## src/rtl/hazard_controller_if.sv

```systemverilog
// Hazard controller bundle: pipeline status in, stall/flush controls out.
interface hazard_controller_if #(
    parameter int CNT_W = 16
);
    logic [4:0]       ID_Rs;
    logic [4:0]       ID_Rt;
    logic             ID_UsesRt;
    logic             EX_MemRead;
    logic             EX_RegWrite;
    logic [4:0]       EX_WriteRegister;
    logic             MEM_MemRead;
    logic             MEM_MemWrite;
    logic             MemReady;
    logic             Redirect;
    logic             CountClear;
    logic             PC_Write;
    logic             IF_ID_Enable;
    logic             ID_EX_Enable;
    logic             EX_MEM_Enable;
    logic             MEM_WB_Enable;
    logic             IF_ID_Flush;
    logic             ID_EX_Flush;
    logic             EX_MEM_Flush;
    logic             MEM_WB_Flush;
    logic             MEM_WriteInhibit;
    logic [1:0]       State;
    logic [CNT_W-1:0] StallCycles;
    logic [CNT_W-1:0] FlushEvents;

    modport master (
        output ID_Rs, ID_Rt, ID_UsesRt,
        output EX_MemRead, EX_RegWrite, EX_WriteRegister,
        output MEM_MemRead, MEM_MemWrite, MemReady,
        output Redirect, CountClear,
        input  PC_Write, IF_ID_Enable, ID_EX_Enable,
        input  EX_MEM_Enable, MEM_WB_Enable,
        input  IF_ID_Flush, ID_EX_Flush, EX_MEM_Flush,
        input  MEM_WB_Flush, MEM_WriteInhibit,
        input  State, StallCycles, FlushEvents
    );

    modport slave (
        input  ID_Rs, ID_Rt, ID_UsesRt,
        input  EX_MemRead, EX_RegWrite, EX_WriteRegister,
        input  MEM_MemRead, MEM_MemWrite, MemReady,
        input  Redirect, CountClear,
        output PC_Write, IF_ID_Enable, ID_EX_Enable,
        output EX_MEM_Enable, MEM_WB_Enable,
        output IF_ID_Flush, ID_EX_Flush, EX_MEM_Flush,
        output MEM_WB_Flush, MEM_WriteInhibit,
        output State, StallCycles, FlushEvents
    );
endinterface

```

## src/rtl/hazard_controller.sv

```systemverilog
// Pipeline hazard controller: startup flush, load-use, memory wait, redirect.
module hazard_controller #(
    parameter int START_CYCLES = 4,
    parameter int CNT_W        = 16
) (
    input logic                 clk,
    input logic                 reset,
    hazard_controller_if.slave  hif
);
    typedef enum logic [1:0] {
        INIT    = 2'd0,
        RUN     = 2'd1,
        MEMWAIT = 2'd2
    } state_t;

    localparam logic [3:0] INIT_LOAD = 4'(START_CYCLES - 1);
    localparam logic [CNT_W-1:0] CNT_MAX = {CNT_W{1'b1}};

    state_t           state_q, state_d;
    logic [3:0]       init_cnt_q, init_cnt_d;
    logic [CNT_W-1:0] stall_q, stall_d;
    logic [CNT_W-1:0] flush_q, flush_d;

    logic load_use, mem_busy;
    logic stall_inc, flush_inc;
    logic pc_write, if_id_en, id_ex_en, ex_mem_en, mem_wb_en;
    logic if_id_fl, id_ex_fl, ex_mem_fl, mem_wb_fl;
    logic wr_inhibit;

    assign load_use = hif.EX_MemRead & hif.EX_RegWrite
                    & (hif.EX_WriteRegister != 5'd0)
                    & ((hif.EX_WriteRegister == hif.ID_Rs)
                       | (hif.ID_UsesRt
                          & (hif.EX_WriteRegister == hif.ID_Rt)));

    assign mem_busy = (hif.MEM_MemRead | hif.MEM_MemWrite)
                    & ~hif.MemReady;

    always_comb begin
        state_d    = state_q;
        init_cnt_d = init_cnt_q;
        stall_inc  = 1'b0;
        flush_inc  = 1'b0;
        pc_write   = 1'b1;
        if_id_en   = 1'b1;
        id_ex_en   = 1'b1;
        ex_mem_en  = 1'b1;
        mem_wb_en  = 1'b1;
        if_id_fl   = 1'b0;
        id_ex_fl   = 1'b0;
        ex_mem_fl  = 1'b0;
        mem_wb_fl  = 1'b0;
        wr_inhibit = 1'b0;
        unique case (state_q)
            INIT: begin
                pc_write   = 1'b0;
                if_id_fl   = 1'b1;
                id_ex_fl   = 1'b1;
                ex_mem_fl  = 1'b1;
                mem_wb_fl  = 1'b1;
                wr_inhibit = 1'b1;
                if (init_cnt_q == 4'd0) begin
                    state_d = RUN;
                end else begin
                    init_cnt_d = init_cnt_q - 4'd1;
                end
            end
            RUN: begin
                if (hif.Redirect) begin
                    if_id_fl   = 1'b1;
                    id_ex_fl   = 1'b1;
                    ex_mem_fl  = 1'b1;
                    mem_wb_fl  = 1'b1;
                    wr_inhibit = 1'b1;
                    flush_inc  = 1'b1;
                end else if (mem_busy) begin
                    pc_write  = 1'b0;
                    if_id_en  = 1'b0;
                    id_ex_en  = 1'b0;
                    ex_mem_en = 1'b0;
                    mem_wb_en = 1'b0;
                    stall_inc = 1'b1;
                    state_d   = MEMWAIT;
                end else if (load_use) begin
                    pc_write  = 1'b0;
                    if_id_en  = 1'b0;
                    id_ex_fl  = 1'b1;
                    stall_inc = 1'b1;
                end
            end
            MEMWAIT: begin
                // WB is frozen here, so Redirect cannot be a new event
                if (!hif.MemReady) begin
                    pc_write  = 1'b0;
                    if_id_en  = 1'b0;
                    id_ex_en  = 1'b0;
                    ex_mem_en = 1'b0;
                    mem_wb_en = 1'b0;
                    stall_inc = 1'b1;
                end else begin
                    state_d = RUN;
                    if (load_use) begin
                        pc_write  = 1'b0;
                        if_id_en  = 1'b0;
                        id_ex_fl  = 1'b1;
                        stall_inc = 1'b1;
                    end
                end
            end
            default: begin
                state_d    = INIT;
                init_cnt_d = INIT_LOAD;
            end
        endcase
    end

    always_comb begin
        stall_d = stall_q;
        flush_d = flush_q;
        if (hif.CountClear) begin
            stall_d = '0;
            flush_d = '0;
        end else begin
            if (stall_inc && stall_q != CNT_MAX) begin
                stall_d = stall_q + CNT_W'(1);
            end
            if (flush_inc && flush_q != CNT_MAX) begin
                flush_d = flush_q + CNT_W'(1);
            end
        end
    end

    always_ff @(posedge clk or posedge reset) begin
        if (reset) begin
            state_q    <= INIT;
            init_cnt_q <= INIT_LOAD;
            stall_q    <= '0;
            flush_q    <= '0;
        end else begin
            state_q    <= state_d;
            init_cnt_q <= init_cnt_d;
            stall_q    <= stall_d;
            flush_q    <= flush_d;
        end
    end

    assign hif.PC_Write         = pc_write;
    assign hif.IF_ID_Enable     = if_id_en;
    assign hif.ID_EX_Enable     = id_ex_en;
    assign hif.EX_MEM_Enable    = ex_mem_en;
    assign hif.MEM_WB_Enable    = mem_wb_en;
    assign hif.IF_ID_Flush      = if_id_fl;
    assign hif.ID_EX_Flush      = id_ex_fl;
    assign hif.EX_MEM_Flush     = ex_mem_fl;
    assign hif.MEM_WB_Flush     = mem_wb_fl;
    assign hif.MEM_WriteInhibit = wr_inhibit;
    assign hif.State            = state_q;
    assign hif.StallCycles      = stall_q;
    assign hif.FlushEvents      = flush_q;
endmodule

```

## src/flat_wrapper.sv

```systemverilog
// flat-port wrapper written by rule: the top's interface ports become plain ports
module hazard_controller_flat 
#(
    parameter int START_CYCLES = 4,
    parameter int CNT_W        = 16
)
  (clk, reset, hif_ID_Rs, hif_ID_Rt, hif_ID_UsesRt, hif_EX_MemRead, hif_EX_RegWrite, hif_EX_WriteRegister, hif_MEM_MemRead, hif_MEM_MemWrite, hif_MemReady, hif_Redirect, hif_CountClear, hif_PC_Write, hif_IF_ID_Enable, hif_ID_EX_Enable, hif_EX_MEM_Enable, hif_MEM_WB_Enable, hif_IF_ID_Flush, hif_ID_EX_Flush, hif_EX_MEM_Flush, hif_MEM_WB_Flush, hif_MEM_WriteInhibit, hif_State, hif_StallCycles, hif_FlushEvents);
  hazard_controller_if #(.CNT_W(CNT_W)) hif_i ();
  input logic clk;
  input logic reset;
  input wire logic [$bits(hif_i.ID_Rs)-1:0] hif_ID_Rs;
  input wire logic [$bits(hif_i.ID_Rt)-1:0] hif_ID_Rt;
  input wire logic [$bits(hif_i.ID_UsesRt)-1:0] hif_ID_UsesRt;
  input wire logic [$bits(hif_i.EX_MemRead)-1:0] hif_EX_MemRead;
  input wire logic [$bits(hif_i.EX_RegWrite)-1:0] hif_EX_RegWrite;
  input wire logic [$bits(hif_i.EX_WriteRegister)-1:0] hif_EX_WriteRegister;
  input wire logic [$bits(hif_i.MEM_MemRead)-1:0] hif_MEM_MemRead;
  input wire logic [$bits(hif_i.MEM_MemWrite)-1:0] hif_MEM_MemWrite;
  input wire logic [$bits(hif_i.MemReady)-1:0] hif_MemReady;
  input wire logic [$bits(hif_i.Redirect)-1:0] hif_Redirect;
  input wire logic [$bits(hif_i.CountClear)-1:0] hif_CountClear;
  output wire logic [$bits(hif_i.PC_Write)-1:0] hif_PC_Write;
  output wire logic [$bits(hif_i.IF_ID_Enable)-1:0] hif_IF_ID_Enable;
  output wire logic [$bits(hif_i.ID_EX_Enable)-1:0] hif_ID_EX_Enable;
  output wire logic [$bits(hif_i.EX_MEM_Enable)-1:0] hif_EX_MEM_Enable;
  output wire logic [$bits(hif_i.MEM_WB_Enable)-1:0] hif_MEM_WB_Enable;
  output wire logic [$bits(hif_i.IF_ID_Flush)-1:0] hif_IF_ID_Flush;
  output wire logic [$bits(hif_i.ID_EX_Flush)-1:0] hif_ID_EX_Flush;
  output wire logic [$bits(hif_i.EX_MEM_Flush)-1:0] hif_EX_MEM_Flush;
  output wire logic [$bits(hif_i.MEM_WB_Flush)-1:0] hif_MEM_WB_Flush;
  output wire logic [$bits(hif_i.MEM_WriteInhibit)-1:0] hif_MEM_WriteInhibit;
  output wire logic [$bits(hif_i.State)-1:0] hif_State;
  output wire logic [$bits(hif_i.StallCycles)-1:0] hif_StallCycles;
  output wire logic [$bits(hif_i.FlushEvents)-1:0] hif_FlushEvents;
  assign hif_i.ID_Rs = hif_ID_Rs;
  assign hif_i.ID_Rt = hif_ID_Rt;
  assign hif_i.ID_UsesRt = hif_ID_UsesRt;
  assign hif_i.EX_MemRead = hif_EX_MemRead;
  assign hif_i.EX_RegWrite = hif_EX_RegWrite;
  assign hif_i.EX_WriteRegister = hif_EX_WriteRegister;
  assign hif_i.MEM_MemRead = hif_MEM_MemRead;
  assign hif_i.MEM_MemWrite = hif_MEM_MemWrite;
  assign hif_i.MemReady = hif_MemReady;
  assign hif_i.Redirect = hif_Redirect;
  assign hif_i.CountClear = hif_CountClear;
  assign hif_PC_Write = hif_i.PC_Write;
  assign hif_IF_ID_Enable = hif_i.IF_ID_Enable;
  assign hif_ID_EX_Enable = hif_i.ID_EX_Enable;
  assign hif_EX_MEM_Enable = hif_i.EX_MEM_Enable;
  assign hif_MEM_WB_Enable = hif_i.MEM_WB_Enable;
  assign hif_IF_ID_Flush = hif_i.IF_ID_Flush;
  assign hif_ID_EX_Flush = hif_i.ID_EX_Flush;
  assign hif_EX_MEM_Flush = hif_i.EX_MEM_Flush;
  assign hif_MEM_WB_Flush = hif_i.MEM_WB_Flush;
  assign hif_MEM_WriteInhibit = hif_i.MEM_WriteInhibit;
  assign hif_State = hif_i.State;
  assign hif_StallCycles = hif_i.StallCycles;
  assign hif_FlushEvents = hif_i.FlushEvents;
  hazard_controller #(.START_CYCLES(START_CYCLES), .CNT_W(CNT_W)) u_core (.clk(clk), .reset(reset), .hif(hif_i));
endmodule
```

## config.mk

```make
export PLATFORM = sky130hd
export DESIGN_NAME = hazard_controller_flat
export DESIGN_NICKNAME = d
export VERILOG_FILES = /design/src/rtl/hazard_controller_if.sv /design/src/rtl/hazard_controller.sv /design/src/flat_wrapper.sv
export SDC_FILE = /design/constraint.sdc
export NUM_CORES = 1
export LEC_CHECK = 0
export CAP_MARGIN = 0
export CORE_AREA = 2 2 84 66
export DETAILED_ROUTE_END_ITERATION = 7
export DIE_AREA = 0 0 86 68
export GPL_TIMING_DRIVEN = 0
export HOLD_SLACK_MARGIN = 0.15
export PLACE_DENSITY = 0.88
export SETUP_SLACK_MARGIN = 0.02
export SLEW_MARGIN = 20
export SYNTH_ARGS = -nofsm -noshare
export SYNTH_HDL_FRONTEND = slang
export SYNTH_SLANG_ARGS = --single-unit
export TNS_END_PERCENT = 100
```

## constraint.sdc

```tcl
create_clock -name clk -period 2.35 [get_ports clk]
set_input_delay 0.47 -clock clk [delete_from_list [all_inputs] [get_ports clk]]
set_output_delay 0.47 -clock clk [all_outputs]
set_load 0.005 [all_outputs]
```

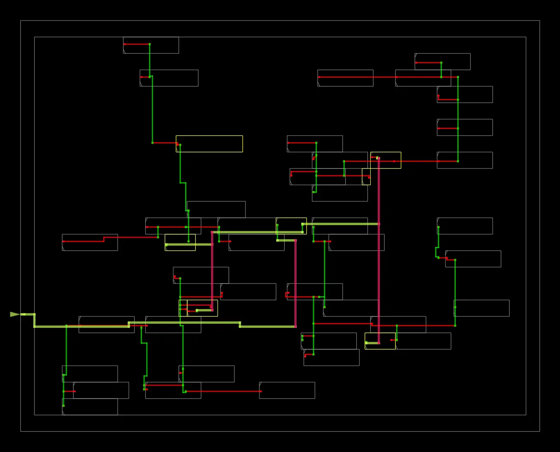
Figure 1: clock routing.
later-pin clock latency in the skew report: 290 ps
# clk buffers: 7

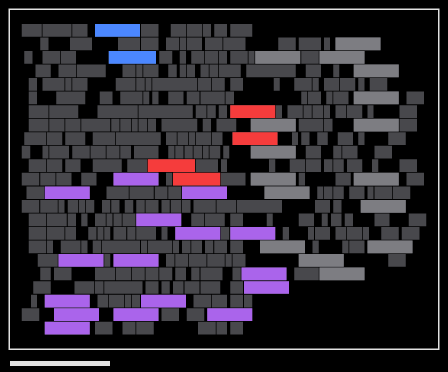
Figure 2: where the registers sit.
The bar under the picture is 20 um long. Other sequential cells in the stronger gray, the rest of the logic in the fainter gray.
- purple: u_core.hif.StallCycles (placed flops 16)
- red: u_core.init_cnt_q (placed flops 4; where center)
- blue: u_core.hif.State (placed flops 2)
- not colored: 16
fraction of area in registers: 27.37%
Layout Utilization: 68.48%
sequential cell area: 954.7 um^2
sequential power: 777 uW

==> run summary <==
Implementation numbers.

- The initial antenna violation count is 0.
- Per the post-CTS timing run, clock transition at the registers of the reported paths is 70 ps.
- The share of synthesized cell area in and-or and or-and compound cells is 13.09%.
- The beginning of the critical path reads hif_ID_Rt[3].
- Setup total negative slack on the finished layout was measured at -12.01 ps.
- In the final design, more cell area goes to logic gates than to any other class.
- For this block, the initial DRC count from the detailed router was ~82.
- The buffer and inverter count on the worst path is 3.
- The clock group power is 544 uW.
- The cell with the most instances after synthesis reads dfrtp_1.
- The destination of the critical timing path is hif_IF_ID_Enable.
- The leakage power reads between 0.001 and 0.0015 uW.
- The number of inverters outside the clock class in the layout is 7.
- The run finished, with violations left.
- The final critical-path setup slack reads -12.01 ps.
- The placeable core region reads roughly 5100 um^2.
- The data required time at the worst endpoint reads 1880 ps.
- The filler cell count reads between 300 and 400.
- The highest metal layer carrying signal wires in the routed design is met4.
- After the last flow step, the layout net total stands at 374.
- The most congested layer reported by global routing is met2.
- The predominant post-synthesis flop cell is dfrtp_1.
- The post-synthesis to final-layout area growth reads 47.75%.
- Counting distinct cell types in the post-synthesis netlist gives 38.
- The count of endpoints failing setup in the final report is 1.
- The average cell area after synthesis reads 9.081 um^2.
- Once the clock tree was built, the setup fixing pass inserted 4 buffers.
- Per the cell usage report, the commonest logic cell in the layout is clkdlybuf4s50_1.
- The startpoint identified for the worst register-to-register timing path is u_core.hif.StallCycles[0].
- The synthesis warning total reads 0.
- After synthesis, the most frequently instantiated cells are dfrtp_1 (36), nor2_1 (29), xor2_1 (21).
- The clock tree from TritonCTS reads yes.
- In the per-layer summary, the met1 wirelength comes to 2625 um.
- The final reports fail on setup timing.
- Using the TritonRoute via totals, the vias-per-cell ratio works out to ~5.7.
- The startpoint type of the worst setup path is an input pin.
- The count of flip-flops with a built-in enable after synthesis is 0.
- The initial core utilization reads ~46%.
- Setup repair after global routing could not meet its margin everywhere.
- Per the OpenROAD timing report, the critical path contains 8 cells.
- The via count of the routed design reads 2295.
- The clock H-tree reported by CTS has 2 levels.
- Global routing used 5.308% of the available met3 tracks.
- The tightest min-delay check is of the in2async type.
- The logs give a warning total of 32.
- The total power density per cell area is between 700 and 800 nW/um^2.
- The power consumed by combinational cells reads 1370 uW.
- The clock buffer count from CTS reads 5.
- The total number of tap cells is 62.
- The adder-cell share of the synthesized area reads 4.240%.
- The delay contributed by the slowest stage of the critical path reads 310 ps.
- The number of sequential cells reported for the layout is 38.
- The routed length per placed instance reads between 15 and 20 um.
- The number of top-level design ports reads 69.
- The worst clock skew is 6.867 ps.
- The final wirelength is 6108 um.
- Entering global routing, the biggest net connects 21 pins.
- The worst hold slack reads 502.7 ps.
- The group with the largest share of power is combinational cells.
- From left edge to right edge, the die measures 86 um.
- The total of cells resized after clock tree synthesis is approximately 70.
- The synthesis stat section lists a flop and latch total of 38.
- The first global-routing pass estimated about 10000 um of wire.
- The number of cells on the worst reg-to-reg path is 9.
- Detailed routing placed a total of between 2000 and 3000 um of wire on met2.
- For the pin with the worst max-slew slack, the measured transition is approximately 730 ps.
- The buffer_ports step reported a buffer count of 67.
- The post-layout instance count excluding filler cells is 404.
- The critical path is of the in2out type.
- The share of total power in the clock network reads between 20% and 30%.
- The biggest fanout along the worst timing path reads 2.
- The total routing resource utilization after global routing reads 21.03%.
- The family of cells with the greatest summed delay on the critical path is simple AND/OR/NAND/NOR gates.
- The master of the slowest instance on the critical path is nor4_2.
- The cell sequence reported for the critical path is buf_6 > xor2_2 > nor4_2 > a32oi_2 > nor3_4 > buf_4 > o211ai_1 > buf_2.
- The register-to-register setup slack reads 80 ps.
- The data-path buffer share of cell area in the final layout is roughly a quarter.
- The area share of and/or/nand/nor cells after synthesis reads roughly a quarter.
- Including well taps, the total number of placed cells is a little under 400.
- In the final layout, multi-input gates take up between 40 and 50% of the cell area.
- The cell type with the highest aggregate area in the netlist reads dfrtp_1.
- For this run, asynchronously set or reset flops after synthesis account for 100.0%.
- The global-route met2 utilization is 35.95%.
- The floorplan die height reads between 60 and 70 um.
- The yosys-reported design area after synthesis is 2361 um^2.
- The count of instantiated cells in the yosys netlist reads 260.
- The half-perimeter wire length after detailed placement reads 4307 um.
- The power dissipated by switching net loads reads 983.9 uW.
- The count of nets left with antenna violations once routing finished came out at 0.
- The main area contributors are dfrtp_1 (38%), xor2_1 (7.8%), nor2_1 (4.6%).
No activity file was given, so power comes from the tool's default toggle rates.
